File: src/rtl/alu4_result_buf.sv
// Result FIFO behind the 4-bit NAND-slice logic stage: buffers {op, result}
// with valid/ready handshakes on both sides. Optional macro: ALU4_PARITY_EN.
module alu4_result_buf #(
  parameter int DEPTH = 4
) (
  input  logic                       clk,
  input  logic                       rst,
  input  logic                       in_valid,
  output logic                       in_ready,
  input  logic [3:0]                 in_res,
  input  logic [1:0]                 in_op,
  output logic                       out_valid,
  input  logic                       out_ready,
  output logic [3:0]                 out_res,
  output logic [1:0]                 out_op,
  output logic                       out_zero,
  output logic                       out_ones,
  output logic [$clog2(DEPTH):0]     count,
  output logic                       proto_err
`ifdef ALU4_PARITY_EN
  ,
  output logic                       out_par
`endif
);

  localparam int PTR_W = $clog2(DEPTH);
  localparam int CNT_W = PTR_W + 1;

  typedef struct packed {
`ifdef ALU4_PARITY_EN
    logic       par;
`endif
    logic [1:0] op;
    logic [3:0] res;
  } entry_t;

  entry_t             mem [DEPTH];
  entry_t             wr_entry;
  entry_t             head;
  logic [PTR_W-1:0]   wr_ptr_q, wr_ptr_d;
  logic [PTR_W-1:0]   rd_ptr_q, rd_ptr_d;
  logic [CNT_W-1:0]   count_q, count_d;
  logic               proto_err_q, proto_err_d;
  logic               push, pop;

  // Handshake qualifiers derive from registered state only, so in_ready
  // never depends on out_ready combinationally.
  assign in_ready  = (count_q < CNT_W'(DEPTH));
  assign out_valid = (count_q != '0);
  assign push      = in_valid && in_ready && !rst;
  assign pop       = out_valid && out_ready && !rst;

  always_comb begin
    wr_entry     = '0;
    wr_entry.res = in_res;
    wr_entry.op  = in_op;
`ifdef ALU4_PARITY_EN
    wr_entry.par = ^in_res;
`endif
  end

  always_comb begin
    wr_ptr_d    = wr_ptr_q;
    rd_ptr_d    = rd_ptr_q;
    count_d     = count_q;
    proto_err_d = proto_err_q;
    if (push) wr_ptr_d = wr_ptr_q + 1'b1;
    if (pop)  rd_ptr_d = rd_ptr_q + 1'b1;
    case ({push, pop})
      2'b10:   count_d = count_q + 1'b1;
      2'b01:   count_d = count_q - 1'b1;
      default: count_d = count_q;
    endcase
    if ((in_valid && !in_ready) || (out_ready && !out_valid)) proto_err_d = 1'b1;
  end

  // NOTE: sequential state uses non-blocking assignments so every register
  // samples pre-edge values, independent of statement order.
  always_ff @(posedge clk or posedge rst) begin
    if (rst) begin
      wr_ptr_q    <= '0;
      rd_ptr_q    <= '0;
      count_q     <= '0;
      proto_err_q <= 1'b0;
    end else begin
      wr_ptr_q    <= wr_ptr_d;
      rd_ptr_q    <= rd_ptr_d;
      count_q     <= count_d;
      proto_err_q <= proto_err_d;
    end
  end

  // NOTE: storage is deliberately left out of reset; the outputs are masked
  // by out_valid, so stale contents are never observable.
  always_ff @(posedge clk) begin
    if (push) mem[wr_ptr_q] <= wr_entry;
  end

  assign head      = mem[rd_ptr_q];
  assign out_res   = out_valid ? head.res : 4'h0;
  assign out_op    = out_valid ? head.op  : 2'd0;
  assign out_zero  = (out_res == 4'h0);
  assign out_ones  = (out_res == 4'hF);
  assign count     = count_q;
  assign proto_err = proto_err_q;
`ifdef ALU4_PARITY_EN
  assign out_par   = out_valid ? head.par : 1'b0;
`endif

endmodule
File: config.mk
export PLATFORM = sky130hd
export DESIGN_NAME = alu4_result_buf
export DESIGN_NICKNAME = d
export VERILOG_FILES = /design/src/rtl/alu4_result_buf.sv
export SDC_FILE = /design/constraint.sdc
export NUM_CORES = 1
export LEC_CHECK = 0
export CORE_ASPECT_RATIO = 2
export CORE_UTILIZATION = 40
export CTS_BUF_LIST = sky130_fd_sc_hd__clkbuf_16
export CTS_CLUSTER_DIAMETER = 200
export DETAILED_ROUTE_END_ITERATION = 10
export PLACE_DENSITY = 0.67
export REMOVE_ABC_BUFFERS = 1
export SYNTH_ARGS = -nofsm -noshare
export SYNTH_HDL_FRONTEND = slang
export SYNTH_SLANG_ARGS = --single-unit
File: constraint.sdc
create_clock -name clk -period 3.2 [get_ports clk]
set_input_delay 0.96 -clock clk [delete_from_list [all_inputs] [get_ports clk]]
set_output_delay 0.96 -clock clk [all_outputs]
set_load 0.005 [all_outputs]
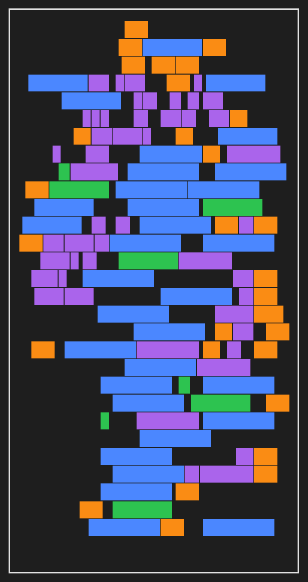
cell_classes.png
| class | color | cells | share of their area |
|---|---|---|---|
| all other logic | purple | 48 | 26% |
| other buffers and delay cells | orange | 29 | 15% |
| clock drivers and dummy loads | green | 8 | 7.7% |
| flip-flops | blue | 32 | 51% |

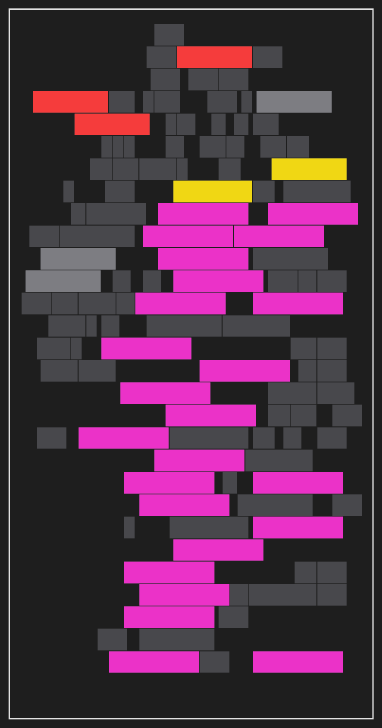
registers.png
| signal | color | sequential cells |
|---|---|---|
| count | red | 3 |
| rd_ptr_q | yellow | 2 |
| mem | magenta | 24 |
not colored: 3

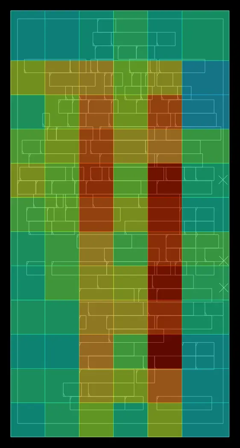
final_congestion.png
M1 GR Usage: 15.4%
fin util: 54.6%
GRT Util Overall: 15.0%
WL/cell: 15.8 um
busiest metal layer after global routing: met2

==> results.tsv <==
stage	metric	value	unit
status	outcome	finished with violations	
pwr	Seq pwr share	36.5	%
synth	ys flops	32	
synth	yosys cell count	84	
final_timing	Worst Tran Pin Value	0.355	ns
cts	worst-case clock buffer depth	2	
global_route	number of global-route vias before repair	808	
final_timing	Tmin final	3.13	ns
setup_path	Setup crit start	rd_ptr_q[0]	
synth	EDFF count, synth	24	
finish	largest class	sequential cells	
setup_path	Max stage delay on crit path	0.51	ns
finish	number of diodes	0	
floorplanning	Initial Util	41.7	%
pwr	LEAKAGE	0.734	nW
pwr	NetSw	442	uW
cts	hold_buf cts	0	
finish	area grow syn2layout	30.8	%
synth	Synth top area share	51.1	%
placed_design	I/O Buffers	23	
setup_path	R2R depth	9	
finish	Non-clk invs	9	
final_timing	Final Hold Viols	0	
final_timing	RSZ-0062 raised after global routing	false	
finish	most common logic cell in the routed design	edfxtp_1	
finish	final std cells w/o fill	149	
final_timing	Slew Limit Fails	0	
finish	multi-input gates	39	
pwr	Max power group	registers	
placed_design	placed inst area	1680	um^2
synth	post-synthesis cell type count	24	
setup_path	crit start category	register	
cts	Clk pin slew, worst setup/hold paths	0.05	ns
finish	clock buffers	5	
global_route	global-route wire length before repair	3860	um
setup_path	crit path max-delay cell type	mux4_2	
placed_design	final RePlAce weighted congestion	0.737	
min_path	Hold Path Sink	proto_err	
finish	Seq/total area	50.0	%
routing	post-route ant nets	0	
run	Log Warnings	28	
min_path	Hold Crit Class	register to register	
routing	first-pass detailed-route iteration total	7	
routing	Vias/cell	5.09	
setup_path	CP endpoint	out_ones	
floorplanning	Die H	86.0	um
synth	Mapped Avg Cell Area	16.8	um^2
final_timing	worst hold slack	0.502	ns
finish	FF/Latch Area	922	um^2
floorplanning	Die X	44.0	um
synth	Top non-seq family	multiplexers	
status	failing checks	DRC	
setup_path	Crit Path Class	register to output port	
routing	DRC errors left	3	
global_route	met3 Use GR	5.89	%
cts	Max H-tree Level	2	
cts	CTS sink count	32	
setup_path	critical path cell sequence	buf_4 > mux4_2 > and2_4 > and4_1 > clkdlybuf4s50_1	
min_path	hold path depth	2	
setup_path	R2R Path End	count[2]	
pwr	sequential power	589	uW
pwr	power in the clock group	447	uW
synth	most frequent cell after synthesis	edfxtp_1	
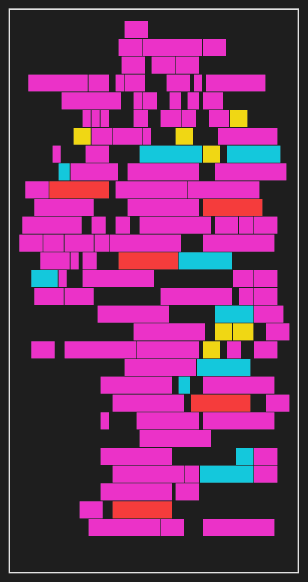
drive_strength.png
| size | color | cells |
|---|---|---|
| drive 2 | cyan | 10 |
| drive 3 to 4 | yellow | 7 |
| drive 6 and up | red | 5 |
| drive 1 or less | magenta | 95 |

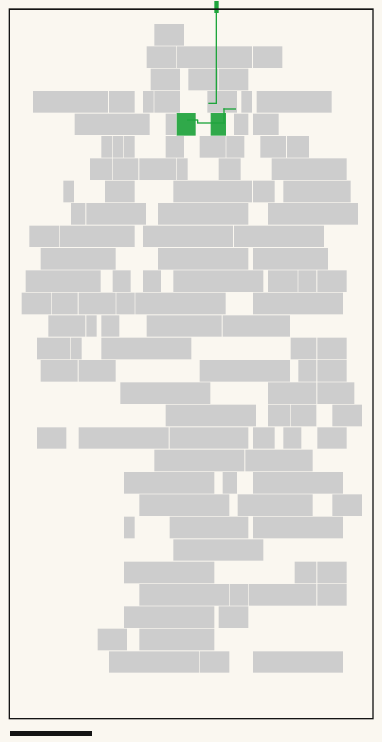
port_nets.png
The bar under the picture is 10 um long.
| port | color | bits | direction | end cells | buffers | wire |
|---|---|---|---|---|---|---|
| in_valid | green | 1 | input | 2 | 1 | 19.9 um |

[worst max-delay path, delay by kind of cell, from the launching register on]
family | cells | cell delay [ns]
mux | 1 | 0.51
simple gates | 2 | 0.36
buf+inv | 2 | 0.58
flops | 1 | 0.44
[metal layers]
layer	wire, um	vias up
met5	0	-
met4	67	0
met3	122	6
met2	1320	23
met1	841	367
li1	-	363
[stage by stage]
step / setup slack, ns / total power, mW
final: 0.0729 / 1.61
after global routing: 0.00183 / 1.71
after CTS: 0.0236 / 1.62
after detailed placement: 0.127 / 1.16
after global placement: 0.165 / 1.13
after floorplan: 0.761 / 0.881
[flip-flops by register name (all words and copies together), names as in the netlist]
register / cells
count: 3
mem: 24
proto_err: 1
rd_ptr_q: 2
wr_ptr_q: 2
Power figures rest on the tool's default switching activity, not on a simulated workload.
